`config.mk`:
```
export PLATFORM = sky130hd
export DESIGN_NAME = uart_tx_result
export DESIGN_NICKNAME = d
export VERILOG_FILES = /design/src/rtl/uart_tx_result.sv
export SDC_FILE = /design/constraint.sdc
export NUM_CORES = 1
export LEC_CHECK = 0
export ABC_AREA = 1
export CORE_MARGIN = 5
export CORE_UTILIZATION = 48
export CTS_BUF_LIST = sky130_fd_sc_hd__clkbuf_4 sky130_fd_sc_hd__clkbuf_8
export DETAILED_ROUTE_END_ITERATION = 10
export HOLD_SLACK_MARGIN = 0.02
export PLACE_DENSITY = 0.67
export SYNTH_ARGS = -nofsm -noshare
export SYNTH_HDL_FRONTEND = slang
export SYNTH_SLANG_ARGS = --single-unit
```
`constraint.sdc`:
```
create_clock -name clk -period 2.63 [get_ports clk]
set_clock_uncertainty 0.2 [all_clocks]
set_input_delay 0.526 -clock clk [delete_from_list [all_inputs] [get_ports clk]]
set_output_delay 0.526 -clock clk [all_outputs]
set_load 0.03 [all_outputs]
```
`src/rtl/uart_tx_result.sv`:
```
// UART transmit back-end: byte FIFO feeding an 8N1 serialiser (LSB first).
// Define UART_TX_PARITY_EN to insert an even-parity bit (8E1 framing).
module uart_tx_result #(
  parameter int CLKS_PER_BIT = 434,
  parameter int FIFO_DEPTH   = 16
) (
  input  logic       clk,
  input  logic       rst,
  input  logic       flag_Tx,
  input  logic [7:0] Data_Tx,
  output logic       tx,
  output logic       busy,
  output logic       fifo_full,
  output logic       overflow
);

  localparam int PTR_W = $clog2(FIFO_DEPTH);
  localparam int CNT_W = $clog2(CLKS_PER_BIT);
  localparam logic [PTR_W:0]   FULL_CNT = (PTR_W+1)'(FIFO_DEPTH);
  localparam logic [CNT_W-1:0] BAUD_TC  = CNT_W'(CLKS_PER_BIT - 1);

  typedef enum logic [2:0] {
    S_IDLE,
    S_START,
    S_DATA,
`ifdef UART_TX_PARITY_EN
    S_PARITY,
`endif
    S_STOP
  } state_t;

  state_t           state;
  logic [7:0]       mem [FIFO_DEPTH];
  logic [PTR_W-1:0] wr_ptr;
  logic [PTR_W-1:0] rd_ptr;
  logic [PTR_W:0]   count;
  logic [CNT_W-1:0] baud;
  logic [2:0]       bit_idx;
  logic [7:0]       shift;
  logic [7:0]       head;
  logic             full;
  logic             push;
  logic             pop;
  logic             baud_tc;
`ifdef UART_TX_PARITY_EN
  logic             parity;
`endif

  assign head    = mem[rd_ptr];
  assign full    = (count == FULL_CNT);
  assign baud_tc = (baud == BAUD_TC);
  // Full is judged on the pre-edge count, so a write while full is dropped
  // even when the serialiser pops on the same edge.
  assign push    = flag_Tx && !full;
  assign pop     = (count != '0) &&
                   ((state == S_IDLE) || ((state == S_STOP) && baud_tc));

  assign busy      = (state != S_IDLE) || (count != '0);
  assign fifo_full = full;

  always_ff @(posedge clk) begin
    if (push) begin
      mem[wr_ptr] <= Data_Tx;
    end
  end

  always_ff @(posedge clk or negedge rst) begin
    if (!rst) begin
      wr_ptr   <= '0;
      rd_ptr   <= '0;
      count    <= '0;
      overflow <= 1'b0;
    end else begin
      if (push) begin
        wr_ptr <= wr_ptr + 1'b1;
      end
      if (pop) begin
        rd_ptr <= rd_ptr + 1'b1;
      end
      case ({push, pop})
        2'b10:   count <= count + 1'b1;
        2'b01:   count <= count - 1'b1;
        default: count <= count;
      endcase
      if (flag_Tx && full) begin
        overflow <= 1'b1;
      end
    end
  end

  always_ff @(posedge clk or negedge rst) begin
    if (!rst) begin
      state   <= S_IDLE;
      tx      <= 1'b1;
      baud    <= '0;
      bit_idx <= '0;
      shift   <= '0;
`ifdef UART_TX_PARITY_EN
      parity  <= 1'b0;
`endif
    end else begin
      case (state)
        S_IDLE: begin
          baud <= '0;
          tx   <= 1'b1;
          if (pop) begin
            shift  <= head;
`ifdef UART_TX_PARITY_EN
            parity <= ^head;
`endif
            tx     <= 1'b0;
            state  <= S_START;
          end
        end

        S_START: begin
          if (baud_tc) begin
            baud    <= '0;
            bit_idx <= '0;
            tx      <= shift[0];
            state   <= S_DATA;
          end else begin
            baud <= baud + 1'b1;
          end
        end

        S_DATA: begin
          if (baud_tc) begin
            baud  <= '0;
            shift <= shift >> 1;
            if (bit_idx == 3'd7) begin
`ifdef UART_TX_PARITY_EN
              tx    <= parity;
              state <= S_PARITY;
`else
              tx    <= 1'b1;
              state <= S_STOP;
`endif
            end else begin
              bit_idx <= bit_idx + 1'b1;
              tx      <= shift[1];
            end
          end else begin
            baud <= baud + 1'b1;
          end
        end

`ifdef UART_TX_PARITY_EN
        S_PARITY: begin
          if (baud_tc) begin
            baud  <= '0;
            tx    <= 1'b1;
            state <= S_STOP;
          end else begin
            baud <= baud + 1'b1;
          end
        end
`endif

        S_STOP: begin
          if (baud_tc) begin
            baud <= '0;
            // A pending byte starts its start bit right away, with no idle bit.
            if (pop) begin
              shift  <= head;
`ifdef UART_TX_PARITY_EN
              parity <= ^head;
`endif
              tx     <= 1'b0;
              state  <= S_START;
            end else begin
              tx    <= 1'b1;
              state <= S_IDLE;
            end
          end else begin
            baud <= baud + 1'b1;
          end
        end

        default: begin
          state <= S_IDLE;
          tx    <= 1'b1;
          baud  <= '0;
        end
      endcase
    end
  end

endmodule

```
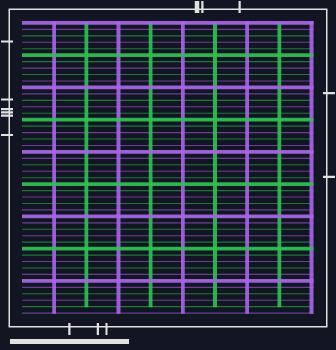
**Above:** run 1 (power grid).
Scale bar: 50 microns. Pins as bars on the die edge.
color	net
purple	VSS
green	VDD
rows	45
signal pins	15
Peak VDD IR: 0.486 mV
die width: 133 microns

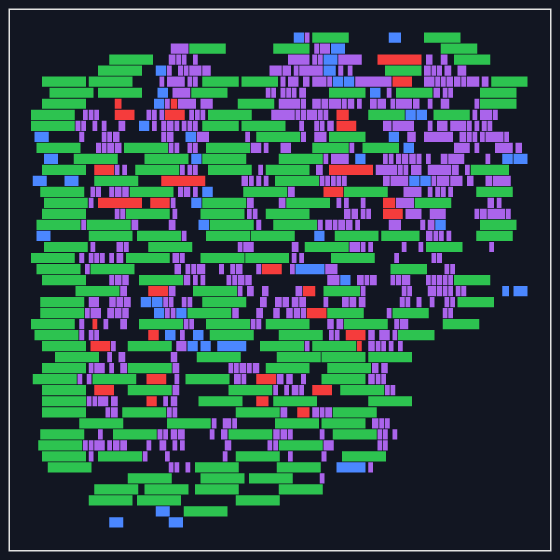
**Above:** run 1 (placed cells, one color a class).
color	class	cells	share of their area
red	clock drivers and dummy loads	32	5.3%
green	flops	165	59%
purple	combinational and other logic	491	30%
blue	other buffers and delay cells	50	5.5%
number of placement rows: 45
register fraction of the total cell area: 0.573
core area: 0.0150 sq mm
final design area excluding fillers: 0.00833 sq mm
fraction of the core area covered by cells at the end of the flow: 0.554

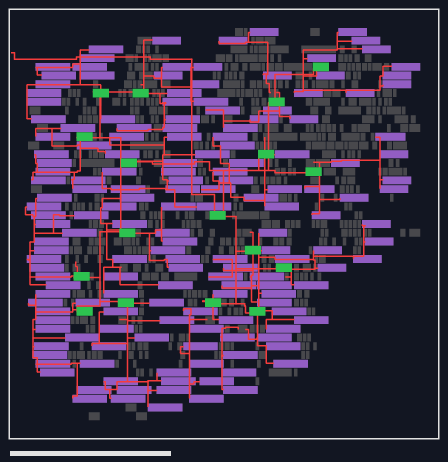
**Above:** run 1 (clock network drawn from the DEF).
Scale bar: 50 microns.
[red] clock wires | length: 1,800 microns
[purple] flip-flops | count: 165
[green] clock drivers | count: 17
routed clock nets	18
flops lie	all over the die
Clock net power: 1.96 mW
relative contribution of the clock network to total power: 0.331
clock latency reported for the late side of the worst-skew pair: 0.45 ns

==> ci_impl_report.md, run 1 <==
### Flow metrics

| Metric | Value |
|---|---|
| Number of primary I/O pins | 15 |
| Crit path time final | between 2 and 3 ns |
| Clock buffer count from CTS | 17 |
| Vias after detailed routing | between 4,000 and 5,000 |
| Outcome | finished clean |
| Worst hold start | overflow |
| Final Hold Violation Tally | 0 |
| Reg-to-reg critical path startpoint | state[0] |
| TritonCTS Sinks | 165 |
| Cells in synth_stat.txt | between 600 and 700 |
| Biggest area consumer among cell classes | flip-flops and latches |
| PortBufs | 14 |
| Post-Layout Cell Count | between 900 and 1,000 |
| Placed cell count | 888 |
| Proportion of register bits with asynchronous set or reset after synthesis | 0.224 |
| Slowest cell delay on critical path | 0.40 ns |
| CP cell instances | inv_2, ha_2, or2_2, nand2_2, inv_2, nand2_4, inv_2, ha_4, xor2_2, ha_2, o21ai_4, nor2_1, nand2_1, nand3_2, xor2_1 |
| Ratio of cells with drive above 1 in the final layout | 0.136 |
| Multi-input gate area in the final layout | 0.00225 sq mm |
| Number of nets at the end of the flow | ~750 |
| Worst Slack Setup Final | between 0.07 and 0.08 ns |
| Most common library cells after synthesis | 132 x sky130_fd_sc_hd__nand2_1, 128 x sky130_fd_sc_hd__edfxtp_1, 112 x sky130_fd_sc_hd__nor2_1 |
| Number of antenna violations at the first check in global routing | 0 |
| R2R depth | 15 |
| Count of buffers not belonging to the clock network in the layout | 50 |
| Total setup violations reported at the end of the flow | 0 |
| Logic gate fraction of the total cell area | 0.270 |
| Most popular library cell in the synthesized design by count | sky130_fd_sc_hd__nand2_1 |
| Setup TNS | 0 ns |
| Commonest non-fill, non-tap cells in the layout | 131 x sky130_fd_sc_hd__nand2_1, 128 x sky130_fd_sc_hd__edfxtp_1, 112 x sky130_fd_sc_hd__nor2_1 |
| Post-synthesis area per instance | 10.7 sq um |
| Cells taking the most area after synthesis | sky130_fd_sc_hd__edfxtp_1 53%, sky130_fd_sc_hd__dfrtp_1 12%, sky130_fd_sc_hd__nand2_1 6.8% |
| Worst path buffer plus inverter count | 3 |
| Cell with the biggest individual delay on the critical path | sky130_fd_sc_hd__dfrtp_1 |
| Clock distribution area overhead in the final layout | 0.0517 |
| Synth Seq Share | 0.654 |
| Data arrival time of the worst path | roughly 2.7 ns |
| Drt drc | 0 |
| Required arrival time at the worst endpoint | around 2.8 ns |
| Leakage component of the power | 3.40 nW |
| Register clock-pin slew on the reported worst setup and hold paths | 0.08 ns |
| Via/cell ratio | 5.31 |
| Number of nets with antenna violations after routing | 0 |
| Critical path's top delay family | simple AND/OR/NAND/NOR gates |
| Critical path depth in cells | 15 |
| Post-synthesis cell count | ~700 |
| Source of the critical timing path | state[0] |
| Number of warnings issued by yosys | 0 |
| Max-slew headroom | 0.527 |
## run 1: report_power, final
part	internal, mW	switching (mW)
clock network	1.05	0.905
registers	3.09	0.121
logic	0.257	0.496
## run 1: layer usage
layer / track usage / up-vias / part of all wire
met2: 0.304 / 124 / 0.50
met4: 0.0697 / 0 / 0.024
met5: 0 / - / 0
met1: 0.235 / 2363 / 0.42
met3: 0.0423 / 35 / 0.057
li1: - / 2394 / -
## run 1: cell families (layout without fill, tap and decap cells)
logic type,after synthesis,after routing,synth area share
xor gates and xnor gates,12,12,0.0144
adders and majority gates,17,17,0.0291
DFF,165,165,0.654
AOI/OAI and AO/OA,77,77,0.0609
buffers and inverters,80,135,0.0461
and+or+nand+nor,332,332,0.196
==> run 2, diff against run 1 <==
Settings changed: CORE_MARGIN 5 to 3, PLACE_DENSITY 0.67 to 0.64, SKIP_CTS_REPAIR_TIMING from default to 1.
Clock period 2.63 ns to 2.9 ns, I/O delays scaled along.
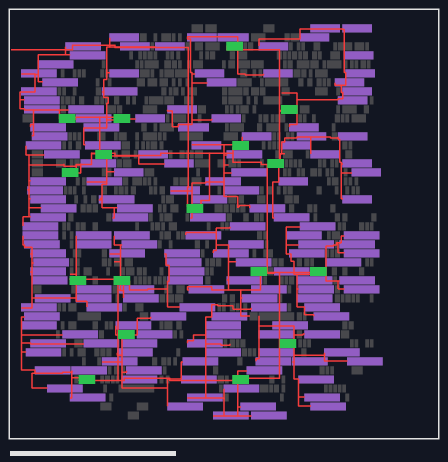
**Above:** run 2 (clock network drawn from the DEF).
Scale bar: 50 microns.
[green] clock drivers | count: 17
[red] clock wires | length: 1,730 microns
[purple] flip-flops | count: 165
flops lie	all over the die
clock latency reported for the late side of the worst-skew pair: 0.46 ns
Clock net power: 1.60 mW
relative contribution of the clock network to total power: 0.313

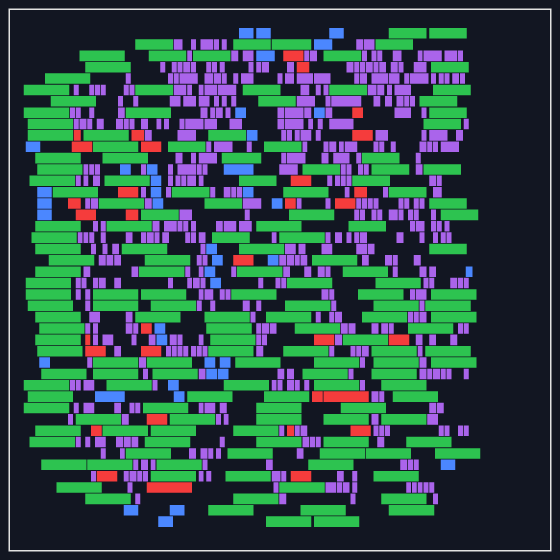
**Above:** run 2 (placed cells, one color a class).
color	class	cells	share of their area
purple	combinational and other logic	491	30%
blue	other buffers and delay cells	40	4.6%
green	flops	165	60%
red	clock drivers and dummy loads	32	4.9%
fraction of the core area covered by cells at the end of the flow: 0.554
register fraction of the total cell area: 0.586
core area: 0.0147 sq mm
final design area excluding fillers: 0.00815 sq mm

==> ci_impl_report.md, run 2 <==
### Flow metrics

| Metric | Value |
|---|---|
| Post-Layout Cell Count | 912 |
| Most common library cells after synthesis | 132 x sky130_fd_sc_hd__nand2_1, 128 x sky130_fd_sc_hd__edfxtp_1, 112 x sky130_fd_sc_hd__nor2_1 |
| Proportion of register bits with asynchronous set or reset after synthesis | 0.224 |
| Outcome | finished clean |
| Clock distribution area overhead in the final layout | 0.0478 |
| Multi-input gate area in the final layout | 0.00219 sq mm |
| Logic gate fraction of the total cell area | 0.269 |
| CP cell instances | inv_1, ha_1, nand2_1, nor2_4, nand2_4, nand2_8, nand2_4, inv_1, ha_1, xor2_1, ha_1, o21ai_2, o21ai_0, nand3_1, xor2_1 |
| Clock buffer count from CTS | 17 |
| Net Sw Power | between 1 and 1.5 mW |
| Reg-to-reg critical path startpoint | baud[1] |
| Number of placement rows | approximately 44 |
| Synth Seq Share | 0.654 |
| Leakage component of the power | roughly 3.3 nW |
| Source of the critical timing path | baud[1] |
| Met3 usage | 0.0408 |
| TritonCTS Sinks | about 170 |
| Register clock-pin slew on the reported worst setup and hold paths | roughly 0.090 ns |
| Cells in synth_stat.txt | 683 |
| Max-slew headroom | 0.438 |
| Data arrival time of the worst path | between 2 and 3 ns |
| Number of warnings issued by yosys | 0 |
| Number of antenna violations at the first check in global routing | 0 |
| Cell-internal power | 3.77 mW |
| Post-synthesis cell count | between 600 and 700 |
| Setup TNS | 0 ns |
| Drt drc | 0 |
| Global routing's busiest layer | met2 |
| Cells taking the most area after synthesis | sky130_fd_sc_hd__edfxtp_1 53%, sky130_fd_sc_hd__dfrtp_1 12%, sky130_fd_sc_hd__nand2_1 6.8% |
| Biggest area consumer among cell classes | flip-flops and latches |
| Most popular library cell in the synthesized design by count | sky130_fd_sc_hd__nand2_1 |
| Slowest cell delay on critical path | between 0.4 and 0.5 ns |
| Switching part of the total | 0.265 |
| Combinational fraction of design power | 0.123 |
| Via/cell ratio | 5.31 |
| Worst Slack Setup Final | slightly above 0.08 ns |
| Placed cell count | 880 |
| Combinational gate power | between 0.6 and 0.7 mW |
| Required arrival time at the worst endpoint | about 3.1 ns |
| Final Hold Violation Tally | 0 |
| Top power group | registers |
| GR Util met1 | 0.264 |
| Number of nets at the end of the flow | roughly 740 |
| Crit path time final | approximately 2.8 ns |
| Number of nets with antenna violations after routing | 0 |
| PortBufs | 14 |
| Count of buffers not belonging to the clock network in the layout | about 40 |
| Die width | between 100 and 150 microns |
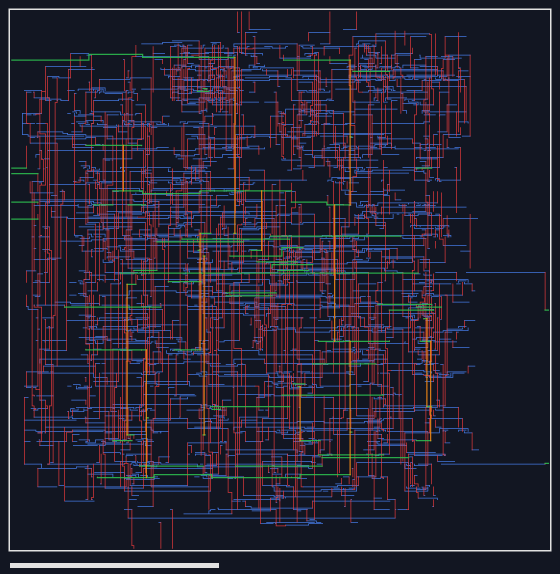
**Above:** run 2 (routed metal, one color a layer).
Scale bar: 50 microns.
color	layer	wire length
green	metal 3	740 microns
blue	metal 1	6,840 microns
red	metal 2	7,400 microns
orange	metal 4	362 microns
All-Layer GR Usage: 0.198
average routed wire per standard cell: 16.8 microns
final WL: 15,300 microns
vias after detailed routing: 4,840

run 2: cell counts after synthesis:
No cell type changed its count.
run 2: critical path: cells and delay by family, from the launching register on:
family          cells  cell delay, ns
xor+xnor            2            0.37
simple gates        6            0.63
compound gates      2            0.27
buf+inv             2            0.15
flops               1            0.42
fa+ha+maj           3            0.68
run 2: kinds of logic (layout without fill, tap and decap cells):
kind of cell,after synthesis,in the layout,share of synthesized area
AOI/OAI and AO/OA,77,77,0.0609
xor gates and xnor gates,12,12,0.0144
adders and majority gates,17,17,0.0291
buffers and inverters,80,125,0.0461
DFF,165,165,0.654
and+or+nand+nor,332,332,0.196
run 2: final timing paths:
path,to,depth (start not counted)
min reg2reg,overflow,1
max reg2reg,count[4],15
min in group clk,overflow,1
min,shift[5],1
max,count[4],15
max in group asynchronous,rd_ptr[0],1
Power and IR drop assume default switching activity.
